--- src/rtl/grid_game_pkg.sv ---
// Shared types and constants for the grid game controller: FSM states,
// winner encodings and active-low 7-segment glyphs.
package grid_game_pkg;

  typedef enum logic [1:0] {
    PLAY  = 2'd0,
    CHECK = 2'd1,
    OVER  = 2'd2
  } state_t;

  localparam logic [1:0] WIN_NONE = 2'b00;
  localparam logic [1:0] WIN_P1   = 2'b01;
  localparam logic [1:0] WIN_P2   = 2'b10;
  localparam logic [1:0] WIN_DRAW = 2'b11;

  localparam logic [6:0] SEG_ONE  = 7'b1111001;
  localparam logic [6:0] SEG_TWO  = 7'b0100100;
  localparam logic [6:0] SEG_P    = 7'b0001100;
  localparam logic [6:0] SEG_DASH = 7'b0111111;

  // Digit shown for a player: 1'b0 is player 1, 1'b1 is player 2.
  function automatic logic [6:0] player_seg(input logic player);
    return player ? SEG_TWO : SEG_ONE;
  endfunction

endpackage

--- src/rtl/grid_game_ctrl_button_conditioner.sv ---
// Raw push-button to single-cycle press pulse: 2-flop synchroniser, optional
// debounce (build with DEBOUNCE_EN), registered rising-edge detect.
module button_conditioner #(
  parameter int DEBOUNCE_CYCLES = 16
) (
  input  logic clk,
  input  logic reset,
  input  logic raw,
  output logic pulse
);

  logic sync1_r;
  logic sync2_r;
  logic prev_r;
  logic level_s;

`ifdef DEBOUNCE_EN
  localparam int CW = $clog2(DEBOUNCE_CYCLES + 1);
  logic [CW-1:0] cnt_r;
  logic          level_r;

  // Accept a new level only after it has held for DEBOUNCE_CYCLES clocks.
  always_ff @(posedge clk) begin
    if (reset) begin
      cnt_r   <= {CW{1'b0}};
      level_r <= 1'b0;
    end else if (sync2_r != level_r) begin
      if (cnt_r == CW'(DEBOUNCE_CYCLES - 1)) begin
        level_r <= sync2_r;
        cnt_r   <= {CW{1'b0}};
      end else begin
        cnt_r <= cnt_r + CW'(1);
      end
    end else begin
      cnt_r <= {CW{1'b0}};
    end
  end

  assign level_s = level_r;
`else
  assign level_s = sync2_r;
`endif

  // Synchronise the raw input and register the rising-edge pulse.
  always_ff @(posedge clk) begin
    if (reset) begin
      sync1_r <= 1'b0;
      sync2_r <= 1'b0;
      prev_r  <= 1'b0;
      pulse   <= 1'b0;
    end else begin
      sync1_r <= raw;
      sync2_r <= sync1_r;
      prev_r  <= level_s;
      pulse   <= level_s & ~prev_r;
    end
  end

endmodule

--- src/rtl/grid_game_ctrl.sv ---
// N x N turn-based grid game: cursor, board ownership, turn and win/draw
// tracking with 7-seg status. Define DEBOUNCE_EN to debounce the buttons.
module grid_game_ctrl
  import grid_game_pkg::*;
#(
  parameter int GRID_N          = 3,
  parameter int DEBOUNCE_CYCLES = 16
) (
  input  logic                     clk,
  input  logic                     reset,
  input  logic                     enter,
  input  logic                     up_button,
  input  logic                     side_button,
  output logic [GRID_N*GRID_N-1:0] cursor_leds,
  output logic [GRID_N*GRID_N-1:0] p1_cells,
  output logic [GRID_N*GRID_N-1:0] p2_cells,
  output logic [1:0]               winner,
  output logic                     game_over,
  output logic [6:0]               hex1,
  output logic [6:0]               hex0
);

  localparam int CELLS = GRID_N * GRID_N;
  localparam int IW    = $clog2(GRID_N);

  state_t          state_r;
  logic            player_r;
  logic [IW-1:0]   row_r;
  logic [IW-1:0]   col_r;
  logic [IW-1:0]   row_nxt_s;
  logic [IW-1:0]   col_nxt_s;
  logic [CELLS-1:0] cursor_nxt_s;
  logic [CELLS-1:0] cur_board_s;
  logic            enter_p_s;
  logic            up_p_s;
  logic            side_p_s;
  logic            win_s;
  logic            full_s;
  logic            occupied_s;

  button_conditioner #(.DEBOUNCE_CYCLES(DEBOUNCE_CYCLES)) u_enter (
    .clk(clk), .reset(reset), .raw(enter), .pulse(enter_p_s));
  button_conditioner #(.DEBOUNCE_CYCLES(DEBOUNCE_CYCLES)) u_up (
    .clk(clk), .reset(reset), .raw(up_button), .pulse(up_p_s));
  button_conditioner #(.DEBOUNCE_CYCLES(DEBOUNCE_CYCLES)) u_side (
    .clk(clk), .reset(reset), .raw(side_button), .pulse(side_p_s));

  // True when the board holds a complete row, column or either diagonal.
  function automatic logic has_line(input logic [CELLS-1:0] b);
    logic found;
    logic row_ok;
    logic col_ok;
    logic diag_ok;
    logic anti_ok;
    found   = 1'b0;
    diag_ok = 1'b1;
    anti_ok = 1'b1;
    for (int r = 0; r < GRID_N; r++) begin
      row_ok = 1'b1;
      col_ok = 1'b1;
      for (int c = 0; c < GRID_N; c++) begin
        row_ok = row_ok & b[r*GRID_N + c];
        col_ok = col_ok & b[c*GRID_N + r];
      end
      found   = found | row_ok | col_ok;
      diag_ok = diag_ok & b[r*GRID_N + r];
      anti_ok = anti_ok & b[r*GRID_N + (GRID_N - 1 - r)];
    end
    return found | diag_ok | anti_ok;
  endfunction

  // Wrapping cursor step and its one-hot image.
  always_comb begin
    row_nxt_s = row_r;
    col_nxt_s = col_r;
    if (up_p_s) begin
      row_nxt_s = (row_r == IW'(GRID_N - 1)) ? {IW{1'b0}} : row_r + IW'(1);
    end else begin
      row_nxt_s = row_r;
    end
    if (side_p_s) begin
      col_nxt_s = (col_r == IW'(GRID_N - 1)) ? {IW{1'b0}} : col_r + IW'(1);
    end else begin
      col_nxt_s = col_r;
    end
    cursor_nxt_s = CELLS'(1'b1) << (int'(row_nxt_s) * GRID_N + int'(col_nxt_s));
  end

  assign cur_board_s = player_r ? p2_cells : p1_cells;
  assign win_s       = has_line(cur_board_s);
  assign full_s      = &(p1_cells | p2_cells);
  assign occupied_s  = |(cursor_leds & (p1_cells | p2_cells));

  // Game FSM; all outputs are registered alongside the state.
  always_ff @(posedge clk) begin
    if (reset) begin
      state_r     <= PLAY;
      player_r    <= 1'b0;
      row_r       <= {IW{1'b0}};
      col_r       <= {IW{1'b0}};
      cursor_leds <= CELLS'(1'b1);
      p1_cells    <= {CELLS{1'b0}};
      p2_cells    <= {CELLS{1'b0}};
      winner      <= WIN_NONE;
      game_over   <= 1'b0;
      hex1        <= SEG_P;
      hex0        <= SEG_ONE;
    end else begin
      case (state_r)
        PLAY: begin
          if (enter_p_s) begin
            if (!occupied_s) begin
              if (player_r) p2_cells <= p2_cells | cursor_leds;
              else          p1_cells <= p1_cells | cursor_leds;
              state_r <= CHECK;
            end
          end else begin
            row_r       <= row_nxt_s;
            col_r       <= col_nxt_s;
            cursor_leds <= cursor_nxt_s;
          end
        end
        CHECK: begin
          if (win_s) begin
            state_r   <= OVER;
            winner    <= player_r ? WIN_P2 : WIN_P1;
            game_over <= 1'b1;
            hex1      <= SEG_P;
            hex0      <= player_seg(player_r);
          end else if (full_s) begin
            state_r   <= OVER;
            winner    <= WIN_DRAW;
            game_over <= 1'b1;
            hex1      <= SEG_DASH;
            hex0      <= SEG_DASH;
          end else begin
            state_r  <= PLAY;
            player_r <= ~player_r;
            hex0     <= player_seg(~player_r);
          end
        end
        OVER: begin
          if (enter_p_s) begin
            state_r     <= PLAY;
            player_r    <= 1'b0;
            row_r       <= {IW{1'b0}};
            col_r       <= {IW{1'b0}};
            cursor_leds <= CELLS'(1'b1);
            p1_cells    <= {CELLS{1'b0}};
            p2_cells    <= {CELLS{1'b0}};
            winner      <= WIN_NONE;
            game_over   <= 1'b0;
            hex1        <= SEG_P;
            hex0        <= SEG_ONE;
          end
        end
        default: state_r <= PLAY;
      endcase
    end
  end

endmodule

--- config.mk ---
export PLATFORM = sky130hd
export DESIGN_NAME = grid_game_ctrl
export DESIGN_NICKNAME = d
export VERILOG_FILES = /design/src/rtl/grid_game_pkg.sv /design/src/rtl/grid_game_ctrl_button_conditioner.sv /design/src/rtl/grid_game_ctrl.sv
export SDC_FILE = /design/constraint.sdc
export NUM_CORES = 1
export LEC_CHECK = 0
export ABC_CLOCK_PERIOD_IN_PS = 3400
export CORE_MARGIN = 3
export CORE_UTILIZATION = 45
export DETAILED_ROUTE_END_ITERATION = 8
export PLACE_DENSITY = 0.81
export SLEW_MARGIN = 20
export SYNTH_ARGS = -nofsm -noshare
export SYNTH_HDL_FRONTEND = slang
export SYNTH_SLANG_ARGS = --single-unit
--- constraint.sdc ---
create_clock -name clk -period 3.4 [get_ports clk]
set_clock_uncertainty 0.2 [all_clocks]
set_input_delay 0.68 -clock clk [delete_from_list [all_inputs] [get_ports clk]]
set_output_delay 0.68 -clock clk [all_outputs]
set_load 0.01 [all_outputs]
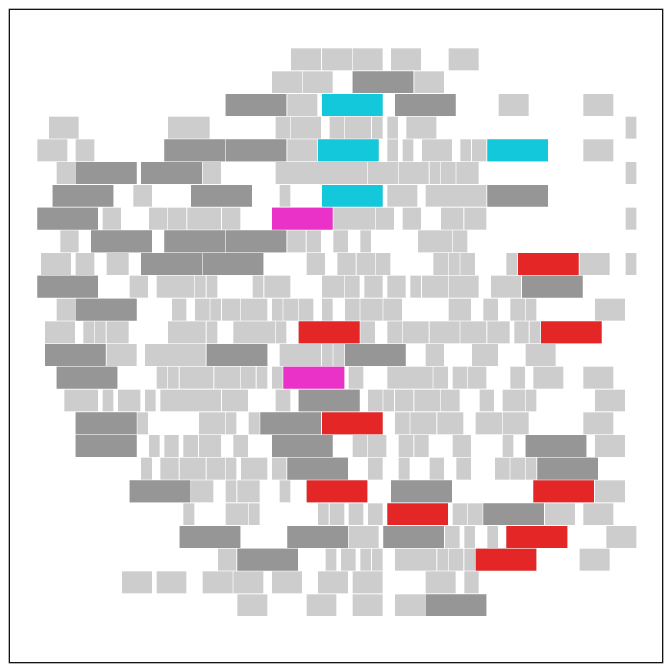
flops_by_reg.png
Other sequential cells in the stronger gray, the rest of the logic in the fainter gray.
[cyan] `hex0` | sequential cells: 4 | where: top middle
[magenta] `state_r` | sequential cells: 2
[red] `p1_cells` | sequential cells: 9

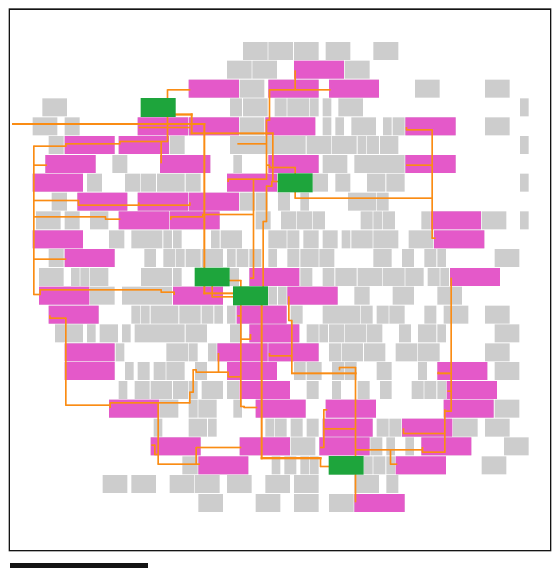
clk_routes.png
Scale bar: 20 microns.
[magenta] flip-flops | count: 54
[orange] clock wires | length: 606 microns
[green] clock drivers | count: 5
routed clock nets: 6

==> reports/summary.json <==
{
  "chipWidth": {"value": 78.0, "unit": "microns"},
  "slew_headroom": {"value": 41.7, "unit": "%"},
  "edf_count": {"value": 0},
  "synthTopLogicFamily": {"value": "AND-OR/OR-AND gates"},
  "yosysTopAreaCell": {"value": "sky130_fd_sc_hd__dfxtp_1"},
  "detailedPlacementHpwl": {"value": 3740, "unit": "microns"},
  "status": {"value": "finished clean"},
  "power.density": {"value": 426, "unit": "nW/um^2"},
  "route.antenna.remaining_nets": {"value": 0},
  "detail_route.first_pass.iterations": {"value": 4},
  "cts_sinks": {"value": 54},
  "detailroute.via_count": {"value": 2015},
  "vdd_ir_drop_max": {"value": 0.223, "unit": "mV"},
  "syn-mean-instance-area": {"value": 9.00, "unit": "sq um"},
  "dp_slack": {"value": 0.442, "unit": "ns"},
  "place_inst": {"value": 354},
  "max_freq": {"value": 0.337, "unit": "GHz"},
  "critical_path_cell_count": {"value": 10},
  "port_buffers": {"value": 44},
  "h-tree-depth": {"value": 2},
  "power_top_consumer": {"value": "registers"},
  "timing.reg2reg.worst_path_depth": {"value": 10},
  "post-cts-setup-buffer-count": {"value": 0},
  "largest_net_degree_at_the_start_of_global_routing": {"value": 19},
  "hold_path.startpoint": {"value": "u_enter.prev_r"},
  "crit_path_max_fanout": {"value": 4},
  "post_synth_and_or_nand_nor_area_fraction": {"value": 18.7, "unit": "%"},
  "synth-warning-count": {"value": 0},
  "slew_viol_final": {"value": 0},
  "p_int": {"value": 0.927, "unit": "mW"},
  "grt_pass1_vias": {"value": 1940},
  "p_comb": {"value": 0.123, "unit": "mW"},
  "starting_drc_count_in_detailed_routing": {"value": 153},
  "final.period_utilization": {"value": 87.2, "unit": "%"},
  "dpl-instance-area": {"value": 2760, "unit": "sq um"},
  "finish.cell_count_without_fillers": {"value": 362},
  "grt_busiest_layer": {"value": "met2"},
  "synth_compound_gate_area_share": {"value": 22.7, "unit": "%"}
}
state kept, by name, summed over array words and instances, names as in the netlist:
register	flops
col_r	2
cursor_leds	9
game_over	1
hex0	4
hex1	1
p1_cells	9
p2_cells	9
player_r	1
row_r	2
state_r	2
u_enter.level_s	1
u_enter.prev_r	1
u_enter.pulse	1
u_enter.sync1_r	1
u_side.level_s	1
u_side.prev_r	1
u_side.pulse	1
u_side.sync1_r	1
u_up.level_s	1
u_up.prev_r	1
u_up.pulse	1
u_up.sync1_r	1
winner	2
cell type report:
cell class / instances / area share, %
Clock buffer: 5 / 2.40
Inverter: 6 / 0.785
Multi-Input combinational cell: 182 / 39.2
Timing Repair Buffer: 45 / 15.6
Sequential cell: 54 / 37.7
Tap cell: 67 / 2.92
Clock inverter: 3 / 1.40
